## src/rtl/matrix_pkg.sv

```systemverilog
// Shared types and geometry for the matrix loader and transpose stages.
package matrix_pkg;

    localparam int MAX_DIM = 5;
    localparam int ELEM_W  = 8;
    localparam int MAT_W   = MAX_DIM * MAX_DIM * ELEM_W;
    localparam int DIM_W   = 3;
    localparam int CNT_W   = 5;

    typedef enum logic [1:0] {
        IDLE = 2'd0,
        LOAD = 2'd1,
        DONE = 2'd2
    } state_e;

    function automatic int unsigned cell_off(
        input logic [DIM_W-1:0] i,
        input logic [DIM_W-1:0] j
    );
        return (int'(i) * MAX_DIM + int'(j)) * ELEM_W;
    endfunction

    function automatic logic dim_ok(input logic [DIM_W-1:0] d);
        return (d != '0) && (d <= DIM_W'(MAX_DIM));
    endfunction

endpackage

```

## src/rtl/matrix_rc_counter.sv

```systemverilog
// Row/column walker over an m x n grid in row-major order.
module matrix_rc_counter
    import matrix_pkg::*;
(
    input  logic             clk,
    input  logic             rst_n,
    input  logic             clr_i,
    input  logic             inc_i,
    input  logic [DIM_W-1:0] m_i,
    input  logic [DIM_W-1:0] n_i,
    output logic [DIM_W-1:0] row_o,
    output logic [DIM_W-1:0] col_o,
    output logic             last_o
);

    logic [DIM_W-1:0] row_q;
    logic [DIM_W-1:0] col_q;
    logic             col_end;

    assign col_end = (col_q == n_i - 3'd1);
    assign last_o  = col_end && (row_q == m_i - 3'd1);
    assign row_o   = row_q;
    assign col_o   = col_q;

    always_ff @(posedge clk or negedge rst_n) begin
        if (!rst_n) begin
            row_q <= '0;
            col_q <= '0;
        end else if (clr_i) begin
            row_q <= '0;
            col_q <= '0;
        end else if (inc_i) begin
            if (last_o) begin
                row_q <= '0;
                col_q <= '0;
            end else if (col_end) begin
                row_q <= row_q + 3'd1;
                col_q <= '0;
            end else begin
                col_q <= col_q + 3'd1;
            end
        end
    end

endmodule

```

## src/rtl/matrix_input_collector.sv

```systemverilog
// Serial-to-parallel 5x5 matrix loader; MATRIX_ELEM_CLAMP_EN enables
// clamping of incoming elements to ELEM_MAX.
module matrix_input_collector
    import matrix_pkg::*;
#(
    parameter logic [ELEM_W-1:0] ELEM_MAX = 8'd255
) (
    input  logic              clk,
    input  logic              reset,
    input  logic              start,
    input  logic [DIM_W-1:0]  m_in,
    input  logic [DIM_W-1:0]  n_in,
    input  logic              elem_valid,
    input  logic [ELEM_W-1:0] elem_data,
    output logic              elem_ready,
    input  logic              abort,
    input  logic              out_ack,
    output logic [DIM_W-1:0]  m_out,
    output logic [DIM_W-1:0]  n_out,
    output logic [MAT_W-1:0]  matrixA,
    output logic              valid,
    output logic              busy,
    output logic              err_dim,
    output logic [CNT_W-1:0]  elem_count
);

    state_e             state_q;
    logic [DIM_W-1:0]   m_q;
    logic [DIM_W-1:0]   n_q;
    logic [MAT_W-1:0]   mat_q;
    logic               valid_q;
    logic               busy_q;
    logic               ready_q;
    logic               err_q;
    logic [CNT_W-1:0]   cnt_q;

    logic [DIM_W-1:0]   row;
    logic [DIM_W-1:0]   col;
    logic               last;
    logic               hs;
    logic               start_ok;
    logic               rc_clr;
    logic               rc_inc;
    logic [ELEM_W-1:0]  elem_st;

`ifdef MATRIX_ELEM_CLAMP_EN
    assign elem_st = (elem_data > ELEM_MAX) ? ELEM_MAX : elem_data;
`else
    logic unused_elem_max;
    assign unused_elem_max = ^ELEM_MAX;
    assign elem_st = elem_data;
`endif

    // ready_q is only ever set while in LOAD, so it doubles as the state gate
    assign hs       = elem_valid && ready_q;
    assign start_ok = start && dim_ok(m_in) && dim_ok(n_in);
    assign rc_clr   = ((state_q == IDLE) && start_ok)
                    || ((state_q == LOAD) && abort);
    assign rc_inc   = hs && !abort;

    matrix_rc_counter u_rc (
        .clk    (clk),
        .rst_n  (reset),
        .clr_i  (rc_clr),
        .inc_i  (rc_inc),
        .m_i    (m_q),
        .n_i    (n_q),
        .row_o  (row),
        .col_o  (col),
        .last_o (last)
    );

    always_ff @(posedge clk or negedge reset) begin
        if (!reset) begin
            state_q <= IDLE;
            m_q     <= '0;
            n_q     <= '0;
            mat_q   <= '0;
            valid_q <= 1'b0;
            busy_q  <= 1'b0;
            ready_q <= 1'b0;
            err_q   <= 1'b0;
            cnt_q   <= '0;
        end else begin
            err_q <= 1'b0;
            unique case (state_q)
                IDLE: begin
                    if (start_ok) begin
                        m_q     <= m_in;
                        n_q     <= n_in;
                        mat_q   <= '0;
                        cnt_q   <= '0;
                        busy_q  <= 1'b1;
                        ready_q <= 1'b1;
                        state_q <= LOAD;
                    end else if (start) begin
                        err_q <= 1'b1;
                    end
                end
                LOAD: begin
                    if (abort) begin
                        mat_q   <= '0;
                        cnt_q   <= '0;
                        busy_q  <= 1'b0;
                        ready_q <= 1'b0;
                        state_q <= IDLE;
                    end else if (hs) begin
                        mat_q[cell_off(row, col) +: ELEM_W] <= elem_st;
                        cnt_q <= cnt_q + 5'd1;
                        if (last) begin
                            busy_q  <= 1'b0;
                            ready_q <= 1'b0;
                            valid_q <= 1'b1;
                            state_q <= DONE;
                        end
                    end
                end
                DONE: begin
                    if (out_ack) begin
                        valid_q <= 1'b0;
                        state_q <= IDLE;
                    end
                end
                default: begin
                    state_q <= IDLE;
                end
            endcase
        end
    end

    assign elem_ready = ready_q;
    assign m_out      = m_q;
    assign n_out      = n_q;
    assign matrixA    = mat_q;
    assign valid      = valid_q;
    assign busy       = busy_q;
    assign err_dim    = err_q;
    assign elem_count = cnt_q;

endmodule

```

## config.mk

```make
export PLATFORM = sky130hd
export DESIGN_NAME = matrix_input_collector
export DESIGN_NICKNAME = d
export VERILOG_FILES = /design/src/rtl/matrix_pkg.sv /design/src/rtl/matrix_rc_counter.sv /design/src/rtl/matrix_input_collector.sv
export SDC_FILE = /design/constraint.sdc
export NUM_CORES = 1
export LEC_CHECK = 0
export CORE_ASPECT_RATIO = 2
export CORE_MARGIN = 2
export CORE_UTILIZATION = 50
export CTS_CLUSTER_DIAMETER = 80
export DETAILED_ROUTE_END_ITERATION = 10
export PLACE_DENSITY = 0.8
export SYNTH_ARGS = -nofsm -noshare
export SYNTH_HDL_FRONTEND = slang
export SYNTH_SLANG_ARGS = --single-unit
```

## constraint.sdc

```tcl
create_clock -name clk -period 11.6 [get_ports clk]
set_input_delay 1.74 -clock clk [delete_from_list [all_inputs] [get_ports clk]]
set_output_delay 1.74 -clock clk [all_outputs]
set_load 0.05 [all_outputs]
```

Figure 1. Gate families picked out.
(2 px per um)
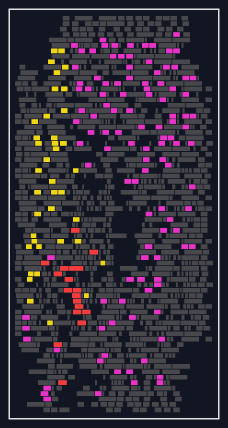
[fa/ha/maj cells] red | cells: 17 | most used: ha_1
[mux cells] magenta | cells: 112 | most used: mux2i_1
[non-inverting ao/oa cells] yellow | cells: 39 | most used: a32o_1
combinational share of cell area: 32.0%
final std cells w/o fill: 1,399

Figure 2. Sequential cells grouped by signal name.
(2 px per um) Other sequential cells in the stronger grey, the rest of the logic in the fainter grey.
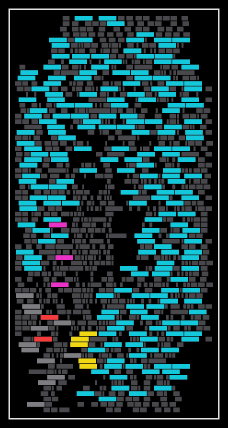
[matrixA] cyan | sequential cells: 200 | where: all over the die
[state_q] red | sequential cells: 2
[u_rc.col_o] magenta | sequential cells: 3
[elem_count] yellow | sequential cells: 5

Figure 3. Wires at chosen ports, followed through buffers.
(3 px per um)
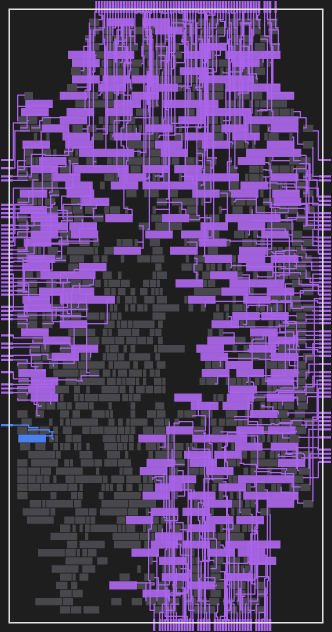
[valid] blue | bits: 1 | direction: output | edge: west | end cells: 1 | buffers: 1 | wire: 24.3 um
[matrixA] purple | bits: 200 | direction: output | edge: 64 north, 58 east, 39 west, 39 south | end cells: 200 | buffers: 200 | wire: 8,150 um

==> impl_metrics.env <==
# source this file to load flow results
export IMPL_status="completed"
export IMPL_p_clk_w=0.000649
export IMPL_rows=73
export IMPL_power_density_nw_per_um2=140
export IMPL_r2r_start="u_rc.row_o[0]"
export IMPL_grt_start_max_net_pins=143
export IMPL_top_cell="dfrtp_1"
export IMPL_io_pins=235
export IMPL_signal_buffers=239
export IMPL_worst_setup_path_end_kind="flop"
export IMPL_first_pass_iters=5
export IMPL_edf_count=0
export IMPL_yosysWarnings=0
export IMPL_synth_cell_type_count=63
export IMPL_dieArea_um2=21200
export IMPL_combGateArea_um2=4210
export IMPL_tap_cells=262
export IMPL_synth_stat_cells=910
export IMPL_nets=1161
export IMPL_dpl_cell_area_um2=12500
export IMPL_track_usage_pct=28.1
export IMPL_cp_depth=13
export IMPL_reg2reg_depth=13
export IMPL_dp_slack_ps=6390
export IMPL_mux_share_pct=11.4
export IMPL_area_delta_synth_final_pct=31.6
export IMPL_synth_cells_most_frequent="222 x dfrtp_1, 177 x nand2_1, 98 x mux2i_1"
export IMPL_clk_latency_ps=500
export IMPL_largest_class="registers"
export IMPL_powerComb_w=0.000393
export IMPL_initial_core_util_pct=50.7
export IMPL_gp_congestion=0.901
export IMPL_fillers=1541
export IMPL_die_x_um=104
export IMPL_synthAdderAreaFrac_pct=2.20
export IMPL_holdCritPathClass="flop to flop"
export IMPL_clkbuf_count=25
export IMPL_crit_family="simple AND/OR/NAND/NOR gates"
export IMPL_wl_mm=30.1
export IMPL_synthAoiAreaFrac_pct=10.9
export IMPL_synthArstFlopShare_pct=100
export IMPL_comb_multi_input_count=628
export IMPL_h_tree_depth=1
export IMPL_maxCapViolations=0
export IMPL_seq_power_w=0.000803
export IMPL_tightestPinTransition_ps=1240
export IMPL_fin_skew_ps=17.9
export IMPL_drv_slew=0
export IMPL_power_internal_w=0.00125
export IMPL_clock_area_share_pct=4.79
export IMPL_maxPowerGroup="sequential cells"
export IMPL_finalSetupViolCount=0
export IMPL_synth_cells=910
export IMPL_nonClkBufAreaFrac_pct=18.1
export IMPL_max_freq_mhz=205
export IMPL_vias_per_cell=5.87
export IMPL_clk_path_buf_depth=3
export IMPL_cp_arrival_ps=5260
export IMPL_post_cts_buffers=0
export IMPL_seq_area_um2=5560
export IMPL_peakVddDrop_v=0.000128
export IMPL_path_clk_slew_ps=70
export IMPL_cts_root_buffer="clkbuf_16"
export IMPL_grt_first_pass_wirelength_mm=46.9
export IMPL_layout_top_cell="clkdlybuf4s50_1"
export IMPL_dieHeight_um=204
export IMPL_diodes=0
export IMPL_worst_slack_ps=6720
export IMPL_holdPathEnd="matrixA[183]"
export IMPL_syn_area_um2=10000
export IMPL_start_kind="flop"
export IMPL_path_cells="ha_1 > ha_1 > inv_1 > fa_1 > nor3b_1 > nand2_1 > a21oi_1 > ha_1 > a21boi_0 > and4bb_1 > and2_1 > a41oi_1 > a32o_1"
export IMPL_critPathMaxFanout=11
## layer usage
| metal | global-route usage, % | share of wire (%) | up-vias |
|---|---|---|---|
| met5 | 0 | 0 | - |
| met3 | 3.48 | 5.5 | 90 |
| li1 | - | - | 3675 |
| met4 | 15.0 | 5.7 | 0 |
| met1 | 32.1 | 36 | 4110 |
| met2 | 51.0 | 53 | 331 |
## registers in the layout (all words and copies together) (netlist names)
signal,cells
err_dim,1
u_rc.row_o,3
n_out,3
valid,1
u_rc.col_o,3
state_q,2
m_out,3
matrixA,200
elem_ready,1
elem_count,5
## metrics by stage
stage               hold slack (ps)  utilization, %
floorplan                       523               -
global placement                472            63.5
detailed placement              473            63.5
CTS                             496            66.7
global route                    507            66.7
finish                          493            66.7
